--- config.mk ---
export PLATFORM = sky130hd
export DESIGN_NAME = coin_sprite_renderer
export DESIGN_NICKNAME = d
export VERILOG_FILES = /design/src/rtl/coin_pkg.sv /design/src/rtl/coin_anim_ctrl.sv /design/src/rtl/coin_sprite_renderer.sv
export SDC_FILE = /design/constraint.sdc
export NUM_CORES = 1
export LEC_CHECK = 0
export CAP_MARGIN = 20
export CORE_ASPECT_RATIO = 0.75
export CORE_UTILIZATION = 30
export CTS_BUF_LIST = sky130_fd_sc_hd__clkbuf_4 sky130_fd_sc_hd__clkbuf_8
export DETAILED_ROUTE_END_ITERATION = 8
export PLACE_DENSITY = 0.52
export RECOVER_POWER = 50
export SLEW_MARGIN = 30
export SYNTH_ARGS = -nofsm -noshare
export SYNTH_HDL_FRONTEND = slang
export SYNTH_HIERARCHICAL = 1
export SYNTH_SLANG_ARGS = --single-unit
--- constraint.sdc ---
create_clock -name Clk -period 3.3 [get_ports Clk]
set_input_delay 0.825 -clock Clk [delete_from_list [all_inputs] [get_ports Clk]]
set_output_delay 0.825 -clock Clk [all_outputs]
set_load 0.01 [all_outputs]
--- src/rtl/coin_pkg.sv ---
// Shared types and constants for the coin sprite renderer.
// Optional blink-in-POP behaviour is enabled with the COIN_FLASH_EN macro.
package coin_pkg;
  typedef enum logic [1:0] {IDLE, SPIN, POP, DONE} coin_state_t;

  localparam int          SPRITE_W_DEF = 20;
  localparam int          SPRITE_H_DEF = 20;
  localparam int          ADDR_W       = 9;
  localparam int          COORD_W      = 10;
  localparam int          COLOR_W      = 12;
  localparam logic [11:0] TRANSPARENT  = 12'h808;

  function automatic logic [1:0] next_frame(input logic [1:0] f);
    return f + 2'd1;
  endfunction
endpackage

--- src/rtl/coin_anim_ctrl.sv ---
// Coin lifecycle FSM with spin-frame timing, pop rise and position registers.
// With COIN_FLASH_EN defined, o_blank requests blinking during POP.
module coin_anim_ctrl
  import coin_pkg::*;
#(
  parameter int TICKS_PER_STEP = 6,
  parameter int POP_STEPS      = 16,
  parameter int POP_DY         = 2
) (
  input  logic               i_clk,
  input  logic               i_rst_n,
  input  logic               i_frame_tick,
  input  logic               i_spawn,
  input  logic [COORD_W-1:0] i_spawn_x,
  input  logic [COORD_W-1:0] i_spawn_y,
  input  logic               i_collect,
  output coin_state_t        o_state,
  output logic [COORD_W-1:0] o_x,
  output logic [COORD_W-1:0] o_y,
  output logic [1:0]         o_frame,
  output logic               o_blank
);
  localparam int TICK_W = (TICKS_PER_STEP > 1) ? $clog2(TICKS_PER_STEP) : 1;
  localparam int POP_W  = (POP_STEPS > 4) ? $clog2(POP_STEPS) : 2;

  coin_state_t        r_state;
  logic [COORD_W-1:0] r_x, r_y;
  logic [1:0]         r_frame;
  logic [TICK_W-1:0]  r_tick_cnt;
  logic [POP_W-1:0]   r_pop_cnt;

  logic w_moving;
  assign w_moving = (r_state == SPIN) || (r_state == POP);

  always_ff @(posedge i_clk or negedge i_rst_n) begin
    if (!i_rst_n) begin
      r_state    <= IDLE;
      r_x        <= '0;
      r_y        <= '0;
      r_frame    <= '0;
      r_tick_cnt <= '0;
      r_pop_cnt  <= '0;
    end else if (i_spawn) begin
      // a fresh spawn overrides everything, including a same-cycle collect
      r_state    <= SPIN;
      r_x        <= i_spawn_x;
      r_y        <= i_spawn_y;
      r_frame    <= '0;
      r_tick_cnt <= '0;
      r_pop_cnt  <= '0;
    end else begin
      case (r_state)
        IDLE:    r_state <= IDLE;
        SPIN:    if (i_collect) r_state <= POP;
        POP:     if (i_frame_tick && r_pop_cnt == POP_W'(POP_STEPS - 1)) r_state <= DONE;
        DONE:    r_state <= IDLE;
        default: r_state <= IDLE;
      endcase
      if (i_frame_tick && w_moving) begin
        if (r_tick_cnt == TICK_W'(TICKS_PER_STEP - 1)) begin
          r_tick_cnt <= '0;
          r_frame    <= next_frame(r_frame);
        end else begin
          r_tick_cnt <= r_tick_cnt + 1'b1;
        end
      end
      if (i_frame_tick && r_state == POP) begin
        r_y       <= (r_y < COORD_W'(POP_DY)) ? '0 : r_y - COORD_W'(POP_DY);
        r_pop_cnt <= r_pop_cnt + 1'b1;
      end
    end
  end

  assign o_state = r_state;
  assign o_x     = r_x;
  assign o_y     = r_y;
  assign o_frame = r_frame;

`ifdef COIN_FLASH_EN
  assign o_blank = (r_state == POP) && r_pop_cnt[1];
`else
  assign o_blank = 1'b0;
`endif
endmodule

--- src/rtl/coin_sprite_renderer.sv ---
// Coin sprite reader: beam-to-ROM address pipeline plus keyed pixel output.
// Define COIN_FLASH_EN to blink the coin while it pops.
module coin_sprite_renderer
  import coin_pkg::*;
#(
  parameter int SPRITE_W       = SPRITE_W_DEF,
  parameter int SPRITE_H       = SPRITE_H_DEF,
  parameter int TICKS_PER_STEP = 6,
  parameter int POP_STEPS      = 16,
  parameter int POP_DY         = 2
) (
  input  logic               Clk,
  input  logic               Reset_n,
  input  logic               frame_tick,
  input  logic               spawn,
  input  logic [COORD_W-1:0] spawn_x,
  input  logic [COORD_W-1:0] spawn_y,
  input  logic               collect,
  input  logic [COORD_W-1:0] DrawX,
  input  logic [COORD_W-1:0] DrawY,
  input  logic [COLOR_W-1:0] rom_color,
  output logic [ADDR_W-1:0]  read_address,
  output logic [1:0]         frame_sel,
  output logic               pixel_on,
  output logic [COLOR_W-1:0] pixel_color,
  output logic               coin_active,
  output logic               collected
);
  coin_state_t        w_state;
  logic [COORD_W-1:0] w_x, w_y;
  logic [1:0]         w_frame;
  logic               w_blank;

  coin_anim_ctrl #(
    .TICKS_PER_STEP(TICKS_PER_STEP),
    .POP_STEPS     (POP_STEPS),
    .POP_DY        (POP_DY)
  ) u_ctrl (
    .i_clk       (Clk),
    .i_rst_n     (Reset_n),
    .i_frame_tick(frame_tick),
    .i_spawn     (spawn),
    .i_spawn_x   (spawn_x),
    .i_spawn_y   (spawn_y),
    .i_collect   (collect),
    .o_state     (w_state),
    .o_x         (w_x),
    .o_y         (w_y),
    .o_frame     (w_frame),
    .o_blank     (w_blank)
  );

  assign coin_active = (w_state == SPIN) || (w_state == POP);
  assign collected   = (w_state == DONE);

  // one extra bit keeps the beam-left/above-sprite case from wrapping into the box
  logic [COORD_W:0]  w_dx, w_dy;
  logic              w_in_box;
  logic [ADDR_W-1:0] w_addr;

  assign w_dx     = {1'b0, DrawX} - {1'b0, w_x};
  assign w_dy     = {1'b0, DrawY} - {1'b0, w_y};
  assign w_in_box = coin_active
                 && !w_dx[COORD_W] && (w_dx[COORD_W-1:0] < COORD_W'(SPRITE_W))
                 && !w_dy[COORD_W] && (w_dy[COORD_W-1:0] < COORD_W'(SPRITE_H));
  assign w_addr   = ADDR_W'(w_dy[COORD_W-1:0]) * ADDR_W'(SPRITE_W) + ADDR_W'(w_dx[COORD_W-1:0]);

  logic              r_in_box;
  logic [ADDR_W-1:0] r_read_address;
  logic [1:0]        r_frame_sel;
  logic              r_pixel_on;
  logic [COLOR_W-1:0] r_pixel_color;
  logic              w_opaque;

  assign w_opaque = r_in_box && (rom_color != TRANSPARENT) && !w_blank;

  always_ff @(posedge Clk or negedge Reset_n) begin
    if (!Reset_n) begin
      r_in_box       <= 1'b0;
      r_read_address <= '0;
      r_frame_sel    <= '0;
      r_pixel_on     <= 1'b0;
      r_pixel_color  <= '0;
    end else begin
      r_in_box       <= w_in_box;
      r_read_address <= w_in_box ? w_addr : '0;
      r_frame_sel    <= w_frame;
      r_pixel_on     <= w_opaque;
      r_pixel_color  <= w_opaque ? rom_color : '0;
    end
  end

  assign read_address = r_read_address;
  assign frame_sel    = r_frame_sel;
  assign pixel_on     = r_pixel_on;
  assign pixel_color  = r_pixel_color;
endmodule

Run 1, metal 1:
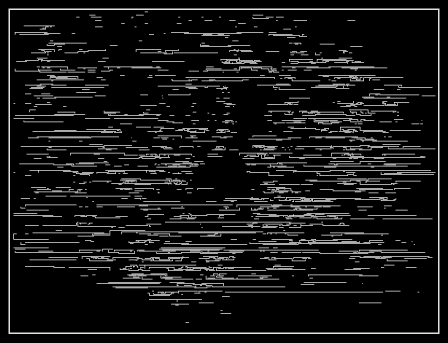
- longest straight run: 49.7 um
- main direction: horizontal

Run 1, signal wires on met2:
Scale bar: 50 um. Cells faint in the background.
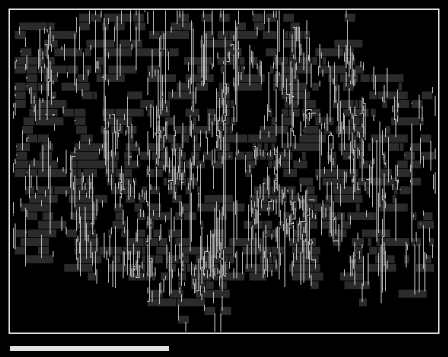
- main direction: vertical
- nets with wire on the layer: 573

Run 1, M3 wires:
Scale bar: 50 um.
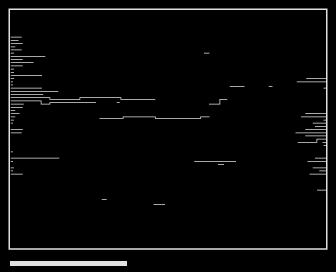
- share of all routed wire: 4.7%
- nets with wire on the layer: 64

Run 1, track usage over the die:
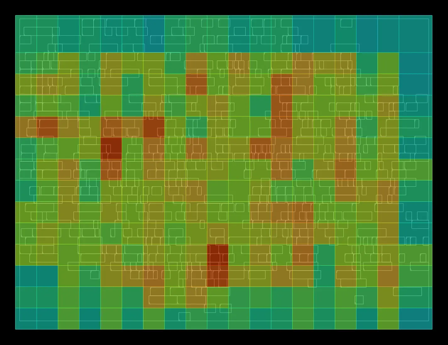
final design utilization: 47.0%
GR Util met3: 3.70%

==> results.json, run 1 <==
{
  "summed_standard_cell_area_reported_by_yosys_um2": 3980,
  "violations": "max-capacitance violations, max-slew violations, negative setup slack",
  "share_of_total_power_in_sequential_cells_pct": 23.7,
  "cp_top_family": "adder cells",
  "setup_ws_ps": -293,
  "critical_path.n_buffers_inverters": 4,
  "swShare_pct": 39.6,
  "antenna_cells": 0,
  "power.clock.fraction_pct": 12.6,
  "synth_flop_count": 56,
  "report.final.setup_viol": 2,
  "finalMaxSlewViolations": 41,
  "tritoncts": "done",
  "pwr_density_cell_nw_per_um2": 537,
  "cts.clk_slew.worst_paths_ps": 120,
  "result_of_the_run": "complete, but fails checks",
  "drt-total-wl_um": 10400,
  "ys_dominant_reg_cell": "sky130_fd_sc_hd__dfrtp_1",
  "xor_share_pct": 5.06,
  "timing.rr.start": "u_ctrl/o_y[2]$_DFFE_PN0P_",
  "hold_viol_final": 0,
  "cp_data_arrival_time_ps": 3840,
  "drv_cap": 1
}
run 1: flip-flops by register name (all words and copies together) (netlist names), 3 cells and up:
register / cells
u_ctrl/o_x: 10
u_ctrl/o_y: 10
pixel_color: 12
u_ctrl/r_pop_cnt: 4
read_address: 9
u_ctrl/r_tick_cnt: 3
run 1: synth_stat cells (all sizes together) (9+ instances only):
cell type	count	share of area, %
and2	13	2.0
a21oi	21	2.8
o21ai	21	2.6
inv	42	4.0
xor2	14	3.1
dfrtp	56	35
nor2	25	2.4
mux2	11	3.1
nand2	25	2.4
nor2b	9	1.4
nor4	13	3.8
nor3	12	1.6
xnor2	9	2.0
ha	39	12
run 1: worst min-delay path by stage:
stage | cells past startpoint | slack, ps | from | end
3_3_place_gp | 0 | 390 | u_ctrl/o_frame[1]$_DFFE_PN0P_ | frame_sel[1]$_DFF_PN0_
4_1_cts | 0 | 410 | u_ctrl/o_frame[1]$_DFFE_PN0P_ | frame_sel[1]$_DFF_PN0_
5_1_grt | 0 | 430 | u_ctrl/o_frame[1]$_DFFE_PN0P_ | frame_sel[1]$_DFF_PN0_
3_5_place_dp | 0 | 380 | u_ctrl/o_frame[1]$_DFFE_PN0P_ | frame_sel[1]$_DFF_PN0_
6_report | 0 | 410 | u_ctrl/o_frame[1]$_DFFE_PN0P_ | frame_sel[1]$_DFF_PN0_
2_1_floorplan | 0 | 370 | u_ctrl/o_frame[1]$_DFFE_PN0P_ | frame_sel[1]$_DFF_PN0_
run 1: layout make-up:
class	instances	area (um2)
multi-input combinational	306	2750
clock inverter	3	27.5
inverter	42	173
fill	1237	6870
tap	171	214
timing repair buffer	166	1460
sequential	56	1400
clock buffer	5	68.8
run 1: what timing repair did:
action,in CTS,in global routing
buffers inserted,9,3
pin swaps,36,38
gates cloned,1,0
gates resized,42,27
endpoints found under the setup margin,10,10
hold endpoints to repair,0,0
run 1: logic make-up (layout without fill, tap and decap cells):
family / after synthesis / in the layout
flip-flops: 56 / 56
XOR/XNOR: 23 / 23
AND/OR/NAND/NOR: 131 / 132
adder cells (fa/ha/maj): 43 / 43
AND-OR/OR-AND: 91 / 91
other: 1 / 1
multiplexers: 16 / 16
buffers and inverters: 54 / 216
run 1: metrics by stage:
step	total power, mW	setup WS (ps)	cells	TNS (ps)	area (um2)
after global placement	2.62	-1140	729	-7750	5690
final	3.28	-293	749	-438	6100
after global routing	3.56	-431	749	-776	6100
after CTS	3.19	-372	746	-633	5990
after floorplan	1.93	-516	415	-872	4170
after detailed placement	2.65	-1250	729	-7950	5690
run 1: power groups by stage:
stage | logic (mW) | registers, mW | clock network (mW)
global route | 2.31 | 0.783 | 0.463
global placement | 1.83 | 0.787 | 0
detailed placement | 1.86 | 0.789 | 0
CTS | 1.97 | 0.777 | 0.441
floorplan | 1.14 | 0.781 | 0
finish | 2.09 | 0.776 | 0.414
run 1: routing by layer:
layer	global-route usage, %	part of all wire [%]	vias up
met1	23.3	51	1693
met5	0	0	-
met4	2.16	0.26	0
li1	-	-	1799
met2	24.2	44	74
met3	3.70	4.7	3
Run 1, zoomed window:
Scale bar: 5 um. Window x 24 to 44, y 66 to 86 um. Cells in grey, sequential cells in the stronger grey; small squares are vias.
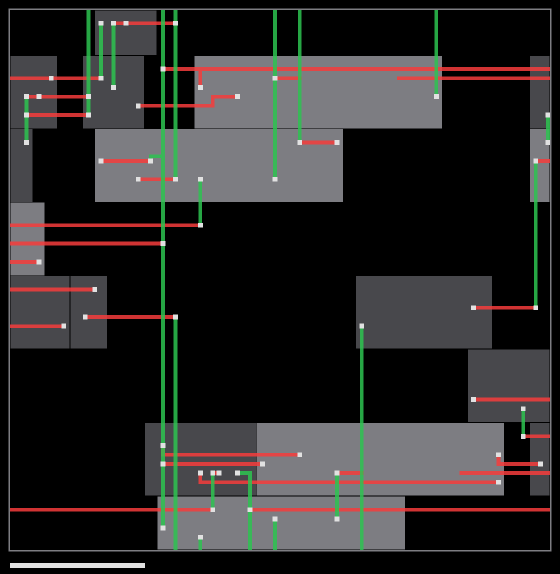

==> run 2: changes to the inputs <==
--- a/config.mk
+++ b/config.mk
@@ -11,7 +11,6 @@
 export CTS_BUF_LIST = sky130_fd_sc_hd__clkbuf_4 sky130_fd_sc_hd__clkbuf_8
 export DETAILED_ROUTE_END_ITERATION = 8
 export PLACE_DENSITY = 0.52
-export RECOVER_POWER = 50
 export SLEW_MARGIN = 30
 export SYNTH_ARGS = -nofsm -noshare
 export SYNTH_HDL_FRONTEND = slang
Run 2, zoomed window:
Scale bar: 5 um. Window x 24 to 44, y 66 to 86 um. Cells in grey, sequential cells in the stronger grey; small squares are vias.
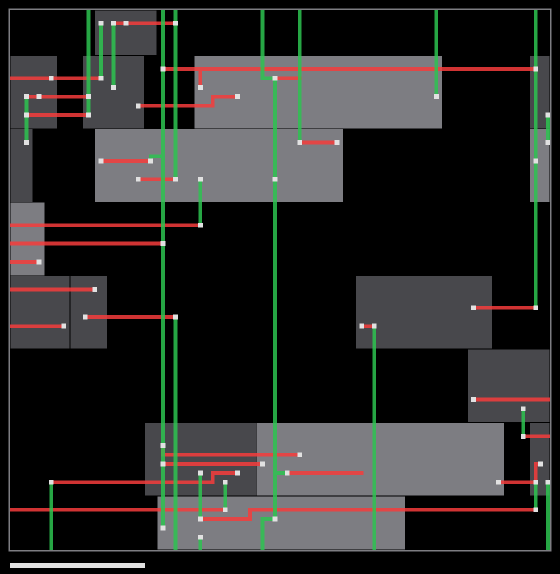
- green: met2
- red: met1
- cells with their middle in the window: 13
- sequential cells in the window: 4
- most frequent: dfrtp_1 (4), inv_1 (2), and2_1 (2)
- netlist names of flops here include: u_ctrl/o_x (2)

Run 2, track usage over the die:
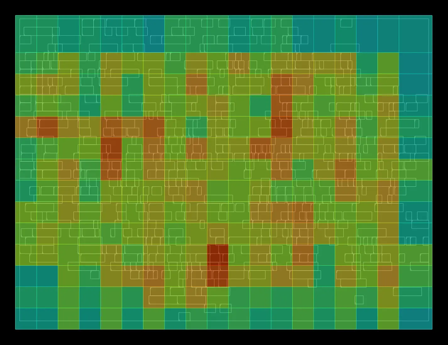
global-route met2 utilization: 24.2%
final design utilization: 47.1%
per-cell routed wire length: 14.0 um

Run 2, M3 wires:
Scale bar: 50 um.
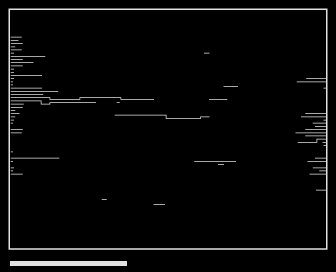
- wire length on this layer: 485 um
- main direction: horizontal
- nets with wire on the layer: 63
- share of all routed wire: 4.6%

==> results.json, run 2 <==
{
  "result_of_the_run": "complete, but fails checks",
  "violations": "negative setup slack",
  "setup_ws_ps": -294,
  "layout.filler_cells": 1234,
  "finalMaxSlewViolations": 0,
  "synth.cells.most_frequent": "sky130_fd_sc_hd__dfrtp_1, sky130_fd_sc_hd__inv_1, sky130_fd_sc_hd__ha_1",
  "share_of_total_power_in_sequential_cells_pct": 23.7,
  "timing.rr.start": "u_ctrl/o_y[2]$_DFFE_PN0P_",
  "pwr_density_cell_nw_per_um2": 537,
  "hold_wc_startpoint": "u_ctrl/o_frame[1]$_DFFE_PN0P_",
  "post_layout_nonfiller_instances": 749,
  "hold_depth": 0,
  "hold_path_end": "frame_sel[1]$_DFF_PN0_",
  "cts.clk_slew.worst_paths_ps": 110,
  "hold_viol_final": 0,
  "synth_flop_count": 56,
  "tns_ps": -445,
  "antenna_cells": 0,
  "critical_path.n_buffers_inverters": 4,
  "layout.area.seq_um2": 1400,
  "swShare_pct": 39.6,
  "dp_slack_ps": -1250,
  "post_dp_cell_area_um2": 5690,
  "ys_dominant_reg_cell": "sky130_fd_sc_hd__dfrtp_1",
  "drv_cap": 0,
  "report.final.setup_viol": 2,
  "area.combinational_um2": 2750,
  "tritoncts": "done",
  "cell_count_after_placement": 729,
  "most_instantiated_library_cell_after_synthesis": "sky130_fd_sc_hd__dfrtp_1"
}
-- run 2: cell counts after synthesis --
No cell type changed its count.
-- run 2: repair_timing --
action	CTS	global route
gates cloned	1	0
endpoints found under the setup margin	10	10
pin swaps	36	38
gates resized	42	27
setup buffers	9	3
hold buffers	0	0
-- run 2: routing by layer --
layer	share of wire, %	up-vias	GRT usage [%]	wire, um
met2	44	72	24.2	4610
met3	4.6	3	3.70	485
li1	-	1795	-	-
met5	0	-	0	0
met4	0.26	0	2.16	27
met1	51	1698	23.3	5350
-- run 2: power by group through the flow --
stage | logic [mW] | clock network (mW) | registers [mW]
after CTS | 1.97 | 0.441 | 0.777
after detailed placement | 1.86 | 0 | 0.789
after floorplan | 1.14 | 0 | 0.781
after global routing | 2.31 | 0.463 | 0.783
final | 2.09 | 0.414 | 0.776
after global placement | 1.83 | 0 | 0.787
-- run 2: worst max path at each step --
stage                     slack [ps]                        end  depth (start not counted)     start
after floorplan                 -520  read_address[8]$_DFF_PN0_                         17  DrawY[0]
after global placement         -1140  read_address[7]$_DFF_PN0_                         17  DrawY[0]
after detailed placement       -1250  read_address[8]$_DFF_PN0_                         18  DrawY[0]
after CTS                       -370  read_address[8]$_DFF_PN0_                         18  DrawY[0]
after global routing            -430  read_address[8]$_DFF_PN0_                         18  DrawY[0]
final                           -290  read_address[8]$_DFF_PN0_                         18  DrawY[0]
-- run 2: area by class of cell --
cell class / count / area share [%]
repair buffers: 166 / 24.0
flip-flops and latches: 56 / 23.0
well taps: 171 / 3.50
clock inverters: 3 / 0.451
inverters: 42 / 2.83
multi-input cells: 306 / 45.1
clock buffers: 5 / 1.13
-- run 2: logic make-up (layout without fill, tap and decap cells) --
kind of cell / count (synthesis) / after routing / synth area share [%]
AND/OR/NAND/NOR: 131 / 132 / 19.9
AND-OR/OR-AND: 91 / 91 / 15.4
flip-flops: 56 / 56 / 35.2
buffers and inverters: 54 / 216 / 5.63
adder cells (fa/ha/maj): 43 / 43 / 14.3
XOR/XNOR: 23 / 23 / 5.06
multiplexers: 16 / 16 / 4.37
other: 1 / 1 / 0.0942
Power is estimated from default activity; no workload was simulated.
